===== src/rtl/mesm6_alu_ctl.sv =====
`default_nettype none
// ============================================================================
//  mesm6_alu_ctl : valid/ready sequencer that feeds one request at a time to
//  mesm6_alu, captures the result and issues a clearing NOP after each op.
//  Revision: 1.0
// ============================================================================

`ifndef ALU_OP_WIDTH
`define ALU_OP_WIDTH 6
`endif
`ifndef ALU_NOP
`define ALU_NOP {`ALU_OP_WIDTH{1'b0}}
`endif

module mesm6_alu_ctl #(
    parameter int TIMEOUT = 63
) (
    input  logic                     clk_i,
    input  logic                     reset_n_i,
    input  logic                     req_valid_i,
    output logic                     req_ready_o,
    input  logic [`ALU_OP_WIDTH-1:0] req_op_i,
    input  logic                     req_wy_i,
    input  logic                     req_grp_log_i,
    input  logic                     req_norm_i,
    input  logic                     req_round_i,
    input  logic [47:0]              req_a_i,
    input  logic [47:0]              req_b_i,
    output logic                     rsp_valid_o,
    input  logic                     rsp_ready_i,
    output logic [47:0]              rsp_acc_o,
    output logic                     rsp_err_o,
    output logic [5:0]               rsp_cycles_o,
    output logic [`ALU_OP_WIDTH-1:0] alu_op_o,
    output logic                     alu_wy_o,
    output logic                     alu_grp_log_o,
    output logic                     alu_do_norm_o,
    output logic                     alu_do_round_o,
    output logic [47:0]              alu_a_o,
    output logic [47:0]              alu_b_o,
    input  logic [47:0]              alu_acc_i,
    input  logic                     alu_done_i
);

    localparam logic [`ALU_OP_WIDTH-1:0] OP_NOP = `ALU_NOP;
    localparam logic [5:0] TIMEOUT_C = TIMEOUT[5:0];

    localparam logic [1:0] S_IDLE  = 2'd0;
    localparam logic [1:0] S_WY    = 2'd1;
    localparam logic [1:0] S_RUN   = 2'd2;
    localparam logic [1:0] S_DRAIN = 2'd3;

    logic [1:0]               state_q,     state_d;
    logic [`ALU_OP_WIDTH-1:0] op_q,        op_d;
    logic                     wy_q,        wy_d;
    logic                     grp_q,       grp_d;
    logic                     norm_q,      norm_d;
    logic                     round_q,     round_d;
    logic [47:0]              a_q,         a_d;
    logic [47:0]              b_q,         b_d;
    logic [5:0]               cnt_q,       cnt_d;
    logic                     rsp_valid_q, rsp_valid_d;
    logic [47:0]              rsp_acc_q,   rsp_acc_d;
    logic                     rsp_err_q,   rsp_err_d;
    logic [5:0]               rsp_cycles_q, rsp_cycles_d;

    logic       accept_w;
    logic [5:0] cnt_inc_w;
    logic [5:0] cnt_sat_w;

    assign req_ready_o = (state_q == S_IDLE) && (!rsp_valid_q || rsp_ready_i);
    assign accept_w    = req_valid_i && req_ready_o;
    assign cnt_inc_w   = cnt_q + 6'd1;
    assign cnt_sat_w   = (cnt_q == 6'd63) ? cnt_q : cnt_inc_w;

    always_comb begin
        state_d      = state_q;
        op_d         = op_q;
        wy_d         = wy_q;
        grp_d        = grp_q;
        norm_d       = norm_q;
        round_d      = round_q;
        a_d          = a_q;
        b_d          = b_q;
        cnt_d        = cnt_q;
        rsp_valid_d  = rsp_valid_q;
        rsp_acc_d    = rsp_acc_q;
        rsp_err_d    = rsp_err_q;
        rsp_cycles_d = rsp_cycles_q;

        if (rsp_valid_q && rsp_ready_i) begin
            rsp_valid_d = 1'b0;
        end

        case (state_q)
            S_IDLE: begin
                if (accept_w) begin
                    op_d    = req_op_i;
                    grp_d   = req_grp_log_i;
                    norm_d  = req_norm_i;
                    round_d = req_round_i;
                    a_d     = req_a_i;
                    b_d     = req_b_i;
                    cnt_d   = 6'd0;
                    if (req_op_i == OP_NOP) begin
                        wy_d    = req_wy_i;
                        state_d = S_WY;
                    end else begin
                        state_d = S_RUN;
                    end
                end
            end
            S_WY: begin
                wy_d         = 1'b0;
                rsp_acc_d    = a_q;
                rsp_err_d    = 1'b0;
                rsp_cycles_d = 6'd0;
                rsp_valid_d  = 1'b1;
                state_d      = S_IDLE;
            end
            S_RUN: begin
                cnt_d = cnt_sat_w;
                // The first RUN edge only launches the op, so cnt_q equals
                // the number of ALU cycles by the time done is seen.
                if (alu_done_i) begin
                    rsp_acc_d    = alu_acc_i;
                    rsp_err_d    = 1'b0;
                    rsp_cycles_d = cnt_q;
                    rsp_valid_d  = 1'b1;
                    state_d      = S_DRAIN;
                end else if (cnt_inc_w == TIMEOUT_C) begin
                    rsp_acc_d    = 48'd0;
                    rsp_err_d    = 1'b1;
                    rsp_cycles_d = TIMEOUT_C;
                    rsp_valid_d  = 1'b1;
                    state_d      = S_DRAIN;
                end
            end
            default: begin
                state_d = S_IDLE;
            end
        endcase
    end

    always_ff @(posedge clk_i or negedge reset_n_i) begin
        if (!reset_n_i) begin
            state_q      <= S_IDLE;
            op_q         <= OP_NOP;
            wy_q         <= 1'b0;
            grp_q        <= 1'b0;
            norm_q       <= 1'b0;
            round_q      <= 1'b0;
            a_q          <= 48'd0;
            b_q          <= 48'd0;
            cnt_q        <= 6'd0;
            rsp_valid_q  <= 1'b0;
            rsp_acc_q    <= 48'd0;
            rsp_err_q    <= 1'b0;
            rsp_cycles_q <= 6'd0;
        end else begin
            state_q      <= state_d;
            op_q         <= op_d;
            wy_q         <= wy_d;
            grp_q        <= grp_d;
            norm_q       <= norm_d;
            round_q      <= round_d;
            a_q          <= a_d;
            b_q          <= b_d;
            cnt_q        <= cnt_d;
            rsp_valid_q  <= rsp_valid_d;
            rsp_acc_q    <= rsp_acc_d;
            rsp_err_q    <= rsp_err_d;
            rsp_cycles_q <= rsp_cycles_d;
        end
    end

    // Outside RUN the ALU always sees NOP, which also clears a stale done.
    assign alu_op_o       = (state_q == S_RUN) ? op_q : OP_NOP;
    assign alu_wy_o       = wy_q;
    assign alu_grp_log_o  = grp_q;
    assign alu_do_norm_o  = norm_q;
    assign alu_do_round_o = round_q;
    assign alu_a_o        = a_q;
    assign alu_b_o        = b_q;

    assign rsp_valid_o  = rsp_valid_q;
    assign rsp_acc_o    = rsp_acc_q;
    assign rsp_err_o    = rsp_err_q;
    assign rsp_cycles_o = rsp_cycles_q;

endmodule

`default_nettype wire


===== config.mk =====
export PLATFORM = sky130hd
export DESIGN_NAME = mesm6_alu_ctl
export DESIGN_NICKNAME = d
export VERILOG_FILES = /design/src/rtl/mesm6_alu_ctl.sv
export SDC_FILE = /design/constraint.sdc
export NUM_CORES = 1
export LEC_CHECK = 0
export CAP_MARGIN = 5
export CORE_MARGIN = 8
export CORE_UTILIZATION = 46
export CTS_CLUSTER_SIZE = 20
export DETAILED_ROUTE_END_ITERATION = 10
export PLACE_DENSITY = 0.94
export SYNTH_ARGS = -nofsm -noshare
export SYNTH_HDL_FRONTEND = slang
export SYNTH_SLANG_ARGS = --single-unit

===== constraint.sdc =====
create_clock -name clk_i -period 3.52 [get_ports clk_i]
set_clock_uncertainty 0.1 [all_clocks]
set_input_delay 0.704 -clock clk_i [delete_from_list [all_inputs] [get_ports clk_i]]
set_output_delay 0.704 -clock clk_i [all_outputs]
set_load 0.02 [all_outputs]

==> summary.txt, run 1 <==
Flow results.

- The run finished with clean final reports.
- Looking at the setup timing report, the critical path kind is flip-flop to output port.
- The vias per cell is 5.17.
- Power comes to 0.0112 W.
- In this run, the synthesized area fraction spent on adder and majority cells is recorded as 0.00849.
- The most critical hold endpoint after final layout shows a slack of 0.197 ns.
- The count of cells along the worst register-to-register path is 6.
- Once placement finished, the instance area stood at 10800 µm².
- The first global-routing pass estimated 38.1 mm of wire.
- The worst flop-to-flop path endpoint is rsp_acc_o[11].
- The power report attributes to the clock group a share of 0.164.
- Of the total power, combinational logic draws 0.528.
- Total power normalized to cell area comes to 989 nW/µm².
- The cell kind with the greatest summed area is sequential cells.
- For this design, the slowest cell found on the critical path is sky130_fd_sc_hd__ha_1.
- The number of buffers created by CTS is 17.
- Setup repair after global routing left no endpoint under its margin.
- The combinational gate power is 0.00594 W.
- The cell area after synthesis is 7370 µm².
- The tap cell count is 216.
- By area the synthesized netlist is led by sky130_fd_sc_hd__dfrtp_1 58%, sky130_fd_sc_hd__nand2_1 16%, sky130_fd_sc_hd__a22o_1 5.8%.
- STA lists the startpoint of the worst register-to-register path as state_q[0].
- met1 track demand over resource after global routing is 0.265.
- The net switching fraction of the power is 0.393.
- The area taken by multi-input combinational cells is reported as 2890 µm².
- Walking the worst path, the cells encountered are inv_1 > ha_1 > and2_1 > clkdlybuf4s50_1.
- The global-route congestion overflow total is 0.
- In the final timing run, aggregate negative setup slack is 0 ns.
- The number of buffers between clock root and the deepest sink is 2.
- The analysis attributes to cell leakage a power of 5.31 nW.
- For this run, the final setup violation count is recorded as 0.
- Looking at the worst setup and hold paths, the clock pins of their registers show a slew of 0.06 ns.
- The report lists the number of cells resized after CTS as 0.
- The cell count listed in synth_stat.txt is 721.
- The shortest clock period the worst path allows after layout is 3.34 ns.
- The highest metal layer used by the detailed router is met4.
- The fraction of power consumed by sequential logic is 0.308.
- The met2 wirelength from detailed routing is 12.1 mm.
- The yosys warning tally is 0.
- The maximum clock frequency is 299 MHz.
- OpenSTA, run right after detailed placement, puts the worst setup slack at 0.588 ns.
- After synthesis, the most frequently instantiated cells are 320 x sky130_fd_sc_hd__nand2_1, 170 x sky130_fd_sc_hd__dfrtp_1, 49 x sky130_fd_sc_hd__a22o_1.
- The timing report notes that buffer and inverter cells on the critical path total 2.
- According to the cell report, the number of logic gates is 500.
- The data required time reported for the critical path is 2.72 ns.
- The initial antenna violation count came to 0.
- The stage logs contain a warning count of 29.
Figure 1. Clock wiring as the flow saved it (run 1).
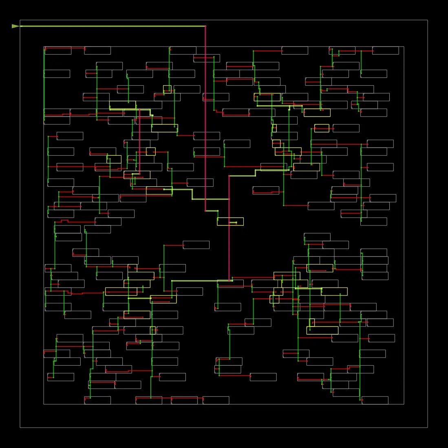
clock buffers: 20
clock sink count: 170
clk pwr: 0.00185 W
clock network latency to the later pin of the worst-skew pair: 0.41 ns
seq_cells: 170

Figure 2. Power grid (run 1).
Pins as bars on the die edge.
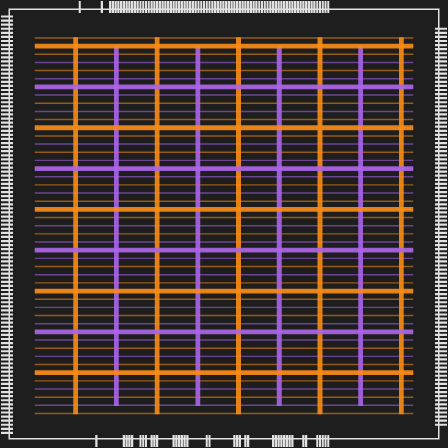
| net | colour |
|---|---|
| VSS | orange |
| VDD | purple |
met4 straps: 9
rows: 46
signal pins: 322
met5 straps: 9
met1 rails: 47
highest ir drop seen on vdd: 545 µV
vertical die dimension: 143 µm
die width: 143 µm
placeable core region: 15800 µm²

Figure 3. Selected gate families (run 1).
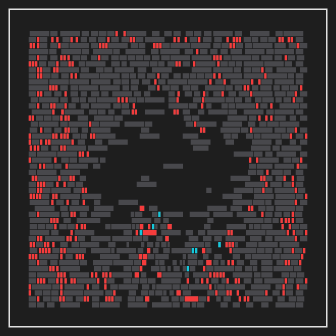
| family | colour | cells | most used | where |
|---|---|---|---|---|
| nand cells | red | 336 | nand2_1 | widely spread |
| inv cells | cyan | 7 | inv_1 | bottom centre |
multi-input gate share of total cell area: 0.254
Cell Count, Final, Fillers Out: 1255

==> run 1 -> run 2 <==
--- a/config.mk
+++ b/config.mk
@@ -6,6 +6,7 @@
 export NUM_CORES = 1
 export LEC_CHECK = 0
 export CAP_MARGIN = 5
+export CORE_ASPECT_RATIO = 1.4
 export CORE_MARGIN = 8
 export CORE_UTILIZATION = 46
 export CTS_CLUSTER_SIZE = 20
Figure 4. Clock wiring as the flow saved it (run 2).
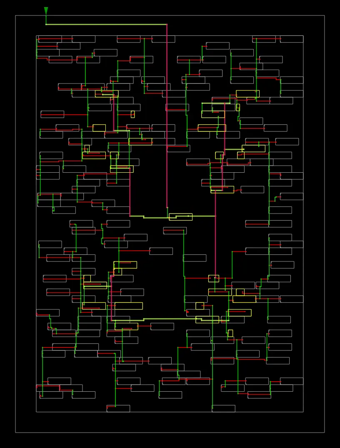
TritonCTS buffer count: 17
clk pwr: 0.00187 W
clock network latency to the later pin of the worst-skew pair: 0.42 ns

==> run 2 against run 1 <==
Clock power is essentially flat. Utilization shrank 0.72 points. Synthesized cell count is the same. Register-to-register slack gained 0.09 ns.
==> summary.txt, run 2 <==
Flow results.

- The flow ran to the end, and the final reports show no timing, DRC or antenna violations.
- The overall power consumption was 0.0113 W (+0.15%).
- The vias per cell is 5.28 (+2.2%).
- The count of flip-flops and latches came to 170 (unchanged).
- The width of the chip is 123 µm (-14%).
- The maximum VDD drop is 539 µV (-1.2%).
- The count of warning messages emitted by the tools is 29 (unchanged).
- The number of buffers between clock root and the deepest sink is 2 (unchanged).
- The cell area after synthesis is 7370 µm² (unchanged).
- The maximum clock frequency came to 339 MHz (+13%).
- The initial antenna violation count came to 0 (unchanged).
- The count of clock tree sinks was 170 (unchanged).
- The count of cells along the worst register-to-register path is 8 (+2).
- In the post-synthesis netlist, the biggest area contributors are sky130_fd_sc_hd__dfrtp_1 58%, sky130_fd_sc_hd__nand2_1 16%, sky130_fd_sc_hd__a22o_1 5.8%.
- The clock share of power is 0.166 (+0.002).
- The tap cell count is 199 (-7.9%).
- The startpoint identified for the worst register-to-register timing path is state_q[0].
- The combinational gate power was 0.00593 W (about the same).
- The post-CTS resize count came to 0 (unchanged).
- The adder-cell share of the synthesized area is 0.00849 (unchanged).
- The fraction of power consumed by combinational cells was 0.526 (-0.002).
- Setup repair after global routing left no endpoint under its margin.
- The combined area of the multi-input logic cells is 2890 µm² (unchanged).
- The global-route congestion overflow total is 0 (unchanged).
- The shortest clock period the worst path allows after layout was 2.95 ns (-0.391 ns).
- The fraction of power consumed by sequential logic is 0.307 (about the same).
- The capture point of the worst register-to-register path is recorded as rsp_acc_o[20].
==> run 2 -> run 3 <==
--- a/config.mk
+++ b/config.mk
@@ -8,10 +8,10 @@
 export CAP_MARGIN = 5
 export CORE_ASPECT_RATIO = 1.4
 export CORE_MARGIN = 8
-export CORE_UTILIZATION = 46
+export CORE_UTILIZATION = 42
 export CTS_CLUSTER_SIZE = 20
 export DETAILED_ROUTE_END_ITERATION = 10
-export PLACE_DENSITY = 0.94
+export PLACE_DENSITY = 0.87
 export SYNTH_ARGS = -nofsm -noshare
 export SYNTH_HDL_FRONTEND = slang
 export SYNTH_SLANG_ARGS = --single-unit
==> constraint.sdc (replaced) <==
create_clock -name clk_i -period 2.8 [get_ports clk_i]
set_clock_uncertainty 0.1 [all_clocks]
set_input_delay 0.56 -clock clk_i [delete_from_list [all_inputs] [get_ports clk_i]]
set_output_delay 0.56 -clock clk_i [all_outputs]
set_load 0.02 [all_outputs]
==> run 3 against run 2 <==
Routed wire length is 4.5% lower. Count of clock-buffer cells in the layout is 2 lower. Die size is 8.4% higher. Total power is 25% higher. First-iteration DRC count is 41% lower. Area after synthesis stayed put. Non-clock buffer count is 7 higher. Largest cell class unchanged.
==> summary.txt, run 3 <==
Flow results.

- The sequential cells in the finished layout cover a total of 4250 µm².
- The shortest clock period the worst path allows after layout is 2.65 ns.
- The fraction of power consumed by combinational cells is 0.531 (+0.005).
- The count of clock tree sinks is 170 (unchanged).
- Counting distinct cell types in the post-synthesis netlist gives 48.
- The adder-cell share of the synthesized area came to 0.00849 (unchanged).
- The layout has 339 buffers outside the clock class.
- The clock tree from TritonCTS is built.
- The overall power consumption is 0.0141 W (+25%).
- In this run, the synthesized area fraction spent on and/or/nand/nor cells is recorded as 0.197.
- The maximum clock frequency is 378 MHz.
- The number of buffers created by CTS was 17 (unchanged).
- The main area contributors are sky130_fd_sc_hd__dfrtp_1 58%, sky130_fd_sc_hd__nand2_1 16%, sky130_fd_sc_hd__a22o_1 5.8%.
- The initial antenna violation count was 1 (+1).
- The worst register-to-register path begins at state_q[0].
- The commonest cells after synthesis are 320 x sky130_fd_sc_hd__nand2_1, 170 x sky130_fd_sc_hd__dfrtp_1, 49 x sky130_fd_sc_hd__a22o_1.
- The number of buffers between clock root and the deepest sink came to 2 (unchanged).
- The maximum VDD drop is 654 µV (+21%).
- The internal power is 0.00848 W.
- The source-to-sink clock delay at the later pin of the worst-skew pair was 0.42 ns (about the same).
- Power spread over the standard cell area amounts to 1220 nW/µm².
- The post-CTS resize count is 0 (unchanged).
- The count of cells along the worst register-to-register path is 5 (-3).
- The vias per cell is 4.99 (-5.5%).
- Setup repair after global routing left no endpoint under its margin.
- The cell leakage power is 5.35 nW.
- The worst flop-to-flop path endpoint is rsp_acc_o[7].
- The filler cells instantiated in the layout total 1311.
- The width of the chip is 128 µm (+4.0%).
- The global-route congestion overflow total is 0 (unchanged).
- The combined area of the multi-input logic cells is 2890 µm² (about the same).
- The power in the clock group is 0.00227 W (+21%).
- The run finished with clean final reports.
- The fraction of power consumed by sequential logic came to 0.307 (about the same).
- The tap cell count is 236 (+19%).
- The floorplan core density is 0.427.
- The cell area after synthesis is 7370 µm² (unchanged).
- The combinational gate power is 0.00748 W (+26%).
- The met2 track demand over resource in global routing is 0.375.
- The count of warning messages emitted by the tools is 29 (unchanged).
- The register fraction of the total cell area is 0.370.
- The count of flip-flops and latches is 170 (unchanged).
- The clock share of power is 0.161 (-0.005).
Figure 5. Met1 routing (run 3).
Supply wires on this layer in grey.
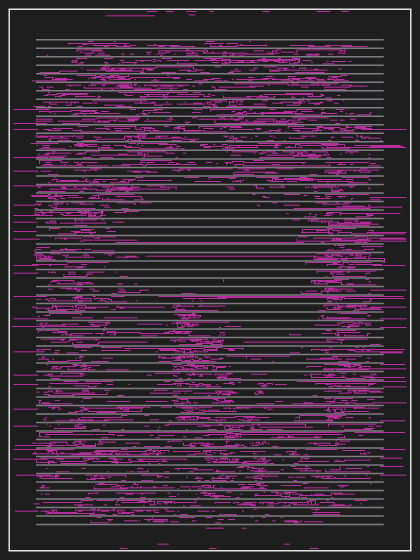
wire length on this layer: 9000 µm
main direction: horizontal
longest straight run: 78.2 µm
nets with wire on the layer: 1052
M1 GR Usage: 0.240
total vias in the final route: 6414
total wire length: 24.1 mm

No activity file was given, so power comes from the tool's default toggle rates.
